## src/rtl/hidden_neuron.sv

```systemverilog
// Hidden-layer neuron: unsigned features times signed Q1.7 weights, summed, then ReLU, /128 and clamp to 10 bits.
// Optional bias input is compiled in with the HIDDEN_BIAS_EN macro.
module hidden_neuron #(
  parameter int N_INPUTS = 4
) (
  input  logic        clk_i,
  input  logic        rst_i,
  input  logic        start_i,
  input  logic        in_valid_i,
  output logic        in_ready_o,
  input  logic [7:0]  x_i,
  input  logic [7:0]  w_i,
`ifdef HIDDEN_BIAS_EN
  input  logic [15:0] bias_i,
`endif
  output logic [9:0]  act_o,
  output logic        act_valid_o,
  input  logic        act_ready_i,
  output logic        busy_o
);

  localparam int CNT_W = $clog2(N_INPUTS + 1);
  localparam logic [CNT_W-1:0] LAST_CNT = CNT_W'(N_INPUTS - 1);

  typedef enum logic [1:0] {IDLE, ACCUM, ACT, HOLD} state_t;

  state_t             state_q, state_d;
  logic [21:0]        acc_q, acc_d;
  logic [CNT_W-1:0]   cnt_q, cnt_d;
  logic [9:0]         act_q, act_d;

  logic [15:0]        biasTerm;
  logic signed [16:0] xExt, wExt, prod;
  logic signed [22:0] sumS, shrS;
  logic               accept;

`ifdef HIDDEN_BIAS_EN
  assign biasTerm = bias_i;
`else
  assign biasTerm = 16'd0;
`endif

  // 17-bit operands keep the product exact; the low 17 bits of the full product are the true result
  assign xExt   = {9'd0, x_i};
  assign wExt   = {{9{w_i[7]}}, w_i};
  assign prod   = xExt * wExt;
  assign accept = (state_q == ACCUM) && in_valid_i;

  assign sumS = {acc_q[21], acc_q} + {{7{biasTerm[15]}}, biasTerm};
  assign shrS = sumS >>> 7;

  always_comb begin
    state_d = state_q;
    acc_d   = acc_q;
    cnt_d   = cnt_q;
    act_d   = act_q;
    unique case (state_q)
      IDLE: begin
        if (start_i) begin
          acc_d   = '0;
          cnt_d   = '0;
          state_d = ACCUM;
        end
      end
      ACCUM: begin
        if (accept) begin
          acc_d = acc_q + {{5{prod[16]}}, prod};
          cnt_d = cnt_q + 1'b1;
          if (cnt_q == LAST_CNT) state_d = ACT;
        end
      end
      ACT: begin
        if (shrS[22])          act_d = 10'd0;
        else if (|shrS[21:10]) act_d = 10'd1023;
        else                   act_d = shrS[9:0];
        state_d = HOLD;
      end
      HOLD: begin
        if (act_ready_i) state_d = IDLE;
      end
      default: state_d = IDLE;
    endcase
  end

  always_ff @(posedge clk_i or negedge rst_i) begin
    if (!rst_i) begin
      state_q <= IDLE;
      acc_q   <= '0;
      cnt_q   <= '0;
      act_q   <= '0;
    end else begin
      state_q <= state_d;
      acc_q   <= acc_d;
      cnt_q   <= cnt_d;
      act_q   <= act_d;
    end
  end

  assign act_o       = act_q;
  assign act_valid_o = (state_q == HOLD);
  assign in_ready_o  = (state_q == ACCUM);
  assign busy_o      = (state_q != IDLE);

endmodule

```

## config.mk

```make
export PLATFORM = sky130hd
export DESIGN_NAME = hidden_neuron
export DESIGN_NICKNAME = d
export VERILOG_FILES = /design/src/rtl/hidden_neuron.sv
export SDC_FILE = /design/constraint.sdc
export NUM_CORES = 1
export LEC_CHECK = 0
export CORE_ASPECT_RATIO = 0.7
export CORE_MARGIN = 2
export CORE_UTILIZATION = 55
export CTS_BUF_LIST = sky130_fd_sc_hd__clkbuf_8 sky130_fd_sc_hd__clkbuf_16
export CTS_CLUSTER_SIZE = 14
export DETAILED_ROUTE_END_ITERATION = 12
export GPL_TIMING_DRIVEN = 0
export MAX_ROUTING_LAYER = met4
export PLACE_DENSITY = 0.78
export SYNTH_ARGS = -nofsm -noshare
export SYNTH_HDL_FRONTEND = slang
export SYNTH_SLANG_ARGS = --single-unit
```

## constraint.sdc

```tcl
create_clock -name clk_i -period 2.4 [get_ports clk_i]
set_input_delay 0.36 -clock clk_i [delete_from_list [all_inputs] [get_ports clk_i]]
set_output_delay 0.36 -clock clk_i [all_outputs]
set_load 0.01 [all_outputs]
```

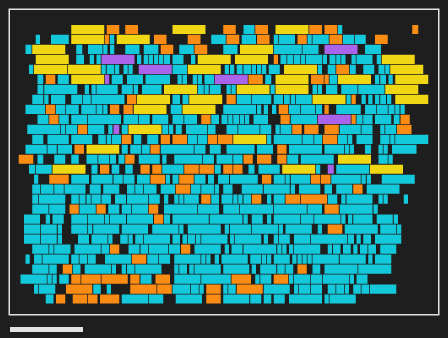
**Above:** run 1 (placement by cell class).
Bar = 20 µm.
[flops] yellow | cells: 37
[combinational and other logic] cyan | cells: 514
[clock drivers and dummy loads] purple | cells: 8
[other buffers and delay cells] orange | cells: 102

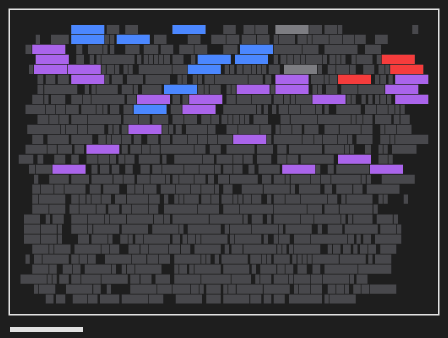
**Above:** run 1 (register map, names as in the netlist).
Bar = 20 µm. Other sequential cells in the stronger grey, the rest of the logic in the fainter grey.
[`acc_q`] purple | flops: 22
[`act_o`] blue | flops: 10
[`cnt_q`] red | flops: 3

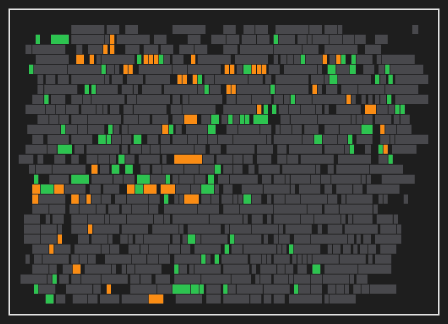
**Above:** run 1 (gate families picked out).
[NOR gates] orange | cells: 48 | most used: nor2_1
[NAND gates] green | cells: 78 | most used: nand2_1 | where: all over the die
Final Non-Filler Cells: 781
highest-count logic cell in the final layout: inv_1

==> impl_metrics.env, run 1 <==
# yosys + openroad results
export IMPL_fin_skew_ps=6.71
export IMPL_edf_count=0
export IMPL_htreeDepth=2
export IMPL_startpoint="x_i[3]"
export IMPL_pre_cts_slack_ps=-4040
export IMPL_flop_cell="dfrtp_1"
export IMPL_synth_compound_area_share=0.152
export IMPL_cpMaxStageDelayCell="fa_1"
export IMPL_finalWorstSetupSlack_ps=-3180
export IMPL_fp_util=0.571
export IMPL_top_register="acc_q"
export IMPL_power_density_mw_per_mm2=1620
export IMPL_fmax_mhz=179
export IMPL_dr_first_iter_drc_count=344
export IMPL_required_ps=2570
export IMPL_worst_slew_pin_slew_ps=930
export IMPL_status="finished with violations"
export IMPL_worst_path_buf_inv=6
export IMPL_crit_family="adder cells"
export IMPL_core_area_mm2=0.00855
export IMPL_ys_sh_adder=0.338
export IMPL_largest_area_cell="dfrtp_1"
export IMPL_peakVddDrop_mv=0.915
export IMPL_power_total_mw=11.3
export IMPL_fillers=484
export IMPL_reg2reg_depth=12
export IMPL_rows=28
export IMPL_crit_cells=29
export IMPL_seq_cells=37
export IMPL_grt_util_met3=0.0489
export IMPL_vias=4679
export IMPL_finalSetupViolations=19
export IMPL_n_tap_cell=120
export IMPL_violations="negative setup slack"
export IMPL_largest_reg_flops=22
export IMPL_grt_pass1_vias=4491
export IMPL_netlist_top_cells_count="77 x inv_1, 71 x ha_1, 55 x nand2_1"
export IMPL_simple_gate_share=0.182
export IMPL_n_clock_buffer=5
export IMPL_synthXorXnorAreaFrac=0.0466
export IMPL_ys_cells=563
export IMPL_gr_usage_met2=0.452
export IMPL_leakage_nw=3.19
export IMPL_top_cells_by_area="dfrtp_1 19%, ha_1 18%, fa_1 16%"
export IMPL_diodes=0
export IMPL_grt_pass1_wl_um=21400
export IMPL_met1_usage=0.389
export IMPL_ctsResizeCount=156
-- run 1: report_power, final --
group | total (mW) | switching (mW) | internal [mW]
registers | 1.10 | 0.219 | 0.882
clock network | 0.652 | 0.274 | 0.378
logic | 9.51 | 4.89 | 4.63
total | 11.3 | 5.38 | 5.89
-- run 1: cells by family (layout without fill, tap and decap cells) --
kind of cell    Yosys count  count (layout)
compound gates          113             113
flops                    37              37
buf+inv                  89             187
xor+xnor                 26              26
simple gates            179             179
fa+ha+maj               109             109
mux                      10              10
-- run 1: metrics by stage --
stage / cell area (µm²) / utilization
CTS: 6380 / 0.747
global placement: 5730 / 0.671
global route: 6960 / 0.814
detailed placement: 5730 / 0.670
floorplan: 5250 / -
finish: 6960 / 0.814
==> run 2, diff against run 1 <==
Settings changed: CELL_PAD_IN_SITES_DETAIL_PLACEMENT set to 0, CELL_PAD_IN_SITES_GLOBAL_PLACEMENT set to 2, CORE_UTILIZATION 55 to 34, MAX_ROUTING_LAYER met4 to not set, PLACE_DENSITY 0.78 to not set, PLACE_DENSITY_LB_ADDON set to 0.1.
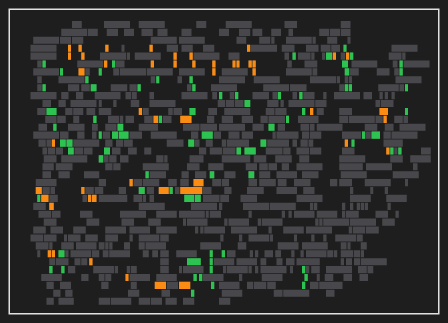
**Above:** run 2 (gate families picked out).
[NAND gates] green | cells: 78 | most used: nand2_1 | where: all over the die
[NOR gates] orange | cells: 48 | most used: nor2_1 | where: all over the die

==> impl_metrics.env, run 2 <==
# yosys + openroad results
export IMPL_status="finished with violations"
export IMPL_violations="negative setup slack"
export IMPL_fp_nets=693
export IMPL_cpMaxStageDelayCell="fa_1"
export IMPL_fillers=1323
export IMPL_logic_gates=437
export IMPL_dr_first_iter_drc_count=129
export IMPL_power_density_mw_per_mm2=1500
export IMPL_vias=4130
export IMPL_rows=36
export IMPL_largest_reg_flops=22
export IMPL_hold_path_class="input port to async pin"
export IMPL_netlist_instances=563
export IMPL_busiest_layer="met1"
export IMPL_postLayoutCellArea_mm2=0.00698
export IMPL_largest_area_cell="dfrtp_1"
export IMPL_reg2reg_depth=11
export IMPL_crit_cells=27
export IMPL_area_growth_pct=43.0
export IMPL_n_clock_buffer=5
export IMPL_fmax_mhz=188
export IMPL_nNonClkBuffers=86
export IMPL_switching_share=0.457
export IMPL_nonClkBufAreaFrac=0.121
export IMPL_io_buffers=33
export IMPL_n_tap_cell=190
export IMPL_final_layout_top_logic_cells="58 x inv_1, 49 x nand2_1, 41 x ha_1"
export IMPL_netlist_top_cells_count="77 x inv_1, 71 x ha_1, 55 x nand2_1"
export IMPL_clkPwrFrac=0.063
export IMPL_crit_family="adder cells"
export IMPL_peakVddDrop_mv=0.843
export IMPL_regToRegStartpoint="acc_q[0]"
export IMPL_startpoint="w_i[7]"
export IMPL_seq_cells=37
export IMPL_finalSetupViolations=18
export IMPL_final_core_util=0.500
export IMPL_fin_skew_ps=5.66
export IMPL_leakage_nw=3.10
export IMPL_final_cells=835
export IMPL_finalSetupTns_ps=-39290
export IMPL_flop_cell="dfrtp_1"
export IMPL_grt_util_met3=0.0254
export IMPL_netSwitchingPower_mw=4.80
export IMPL_worst_path_buf_inv=8
export IMPL_top_register="acc_q"
export IMPL_synth_avg_cell_area_um2=8.67
export IMPL_pre_cts_slack_ps=-4080
export IMPL_power_leader="combinational logic"
export IMPL_htreeDepth=2
export IMPL_p_int_mw=5.70
export IMPL_postSynthSeqShare=0.190
export IMPL_power_total_mw=10.5
export IMPL_seq_cell_power_mw=1.08
export IMPL_finalWorstSetupSlack_ps=-2930
export IMPL_clock_power_uw=664
export IMPL_grt_use_total=0.174
export IMPL_power_frac_seq=0.103
export IMPL_lay_top_count="inv_1"
export IMPL_top_cells_by_area="dfrtp_1 19%, ha_1 18%, fa_1 16%"
export IMPL_grt_pass1_wl_um=21800
export IMPL_gr_usage_met2=0.266
export IMPL_fp_util=0.350
export IMPL_firstDrtPassIters=5
export IMPL_required_ps=2610
export IMPL_ys_cells=563
export IMPL_edf_count=0
export IMPL_place_area_mm2=0.00584
export IMPL_worst_slew_pin_slew_ps=913
export IMPL_p_comb_frac=0.834
export IMPL_cp_max_fo=6
export IMPL_diodes=0
export IMPL_reg2reg_slack_ps=-200
export IMPL_met1_usage=0.266
export IMPL_combinationalPower_mw=8.75
export IMPL_grt_pass1_vias=4261
export IMPL_core_area_mm2=0.0140
==> run 2: cell counts after synthesis <==
Identical to the previous run, type by type.
==> run 2: cell families after synthesis <==
kind of cell / Yosys count / share of synthesized area
adders and majority gates: 109 / 0.338
xor gates and xnor gates: 26 / 0.0466
and+or+nand+nor: 179 / 0.182
AOI/OAI and AO/OA: 113 / 0.152
DFF: 37 / 0.190
muxes: 10 / 0.0231
buffers and inverters: 89 / 0.0692
==> run 2: repair_timing <==
| action | CTS | global route |
|---|---|---|
| setup buffers | 30 | 12 |
| resized | 184 | 67 |
| hold endpoints to repair | 1 | 0 |
| hold buffers | 1 | 0 |
| endpoints found under the setup margin | 20 | 18 |
| pin swaps | 69 | 55 |
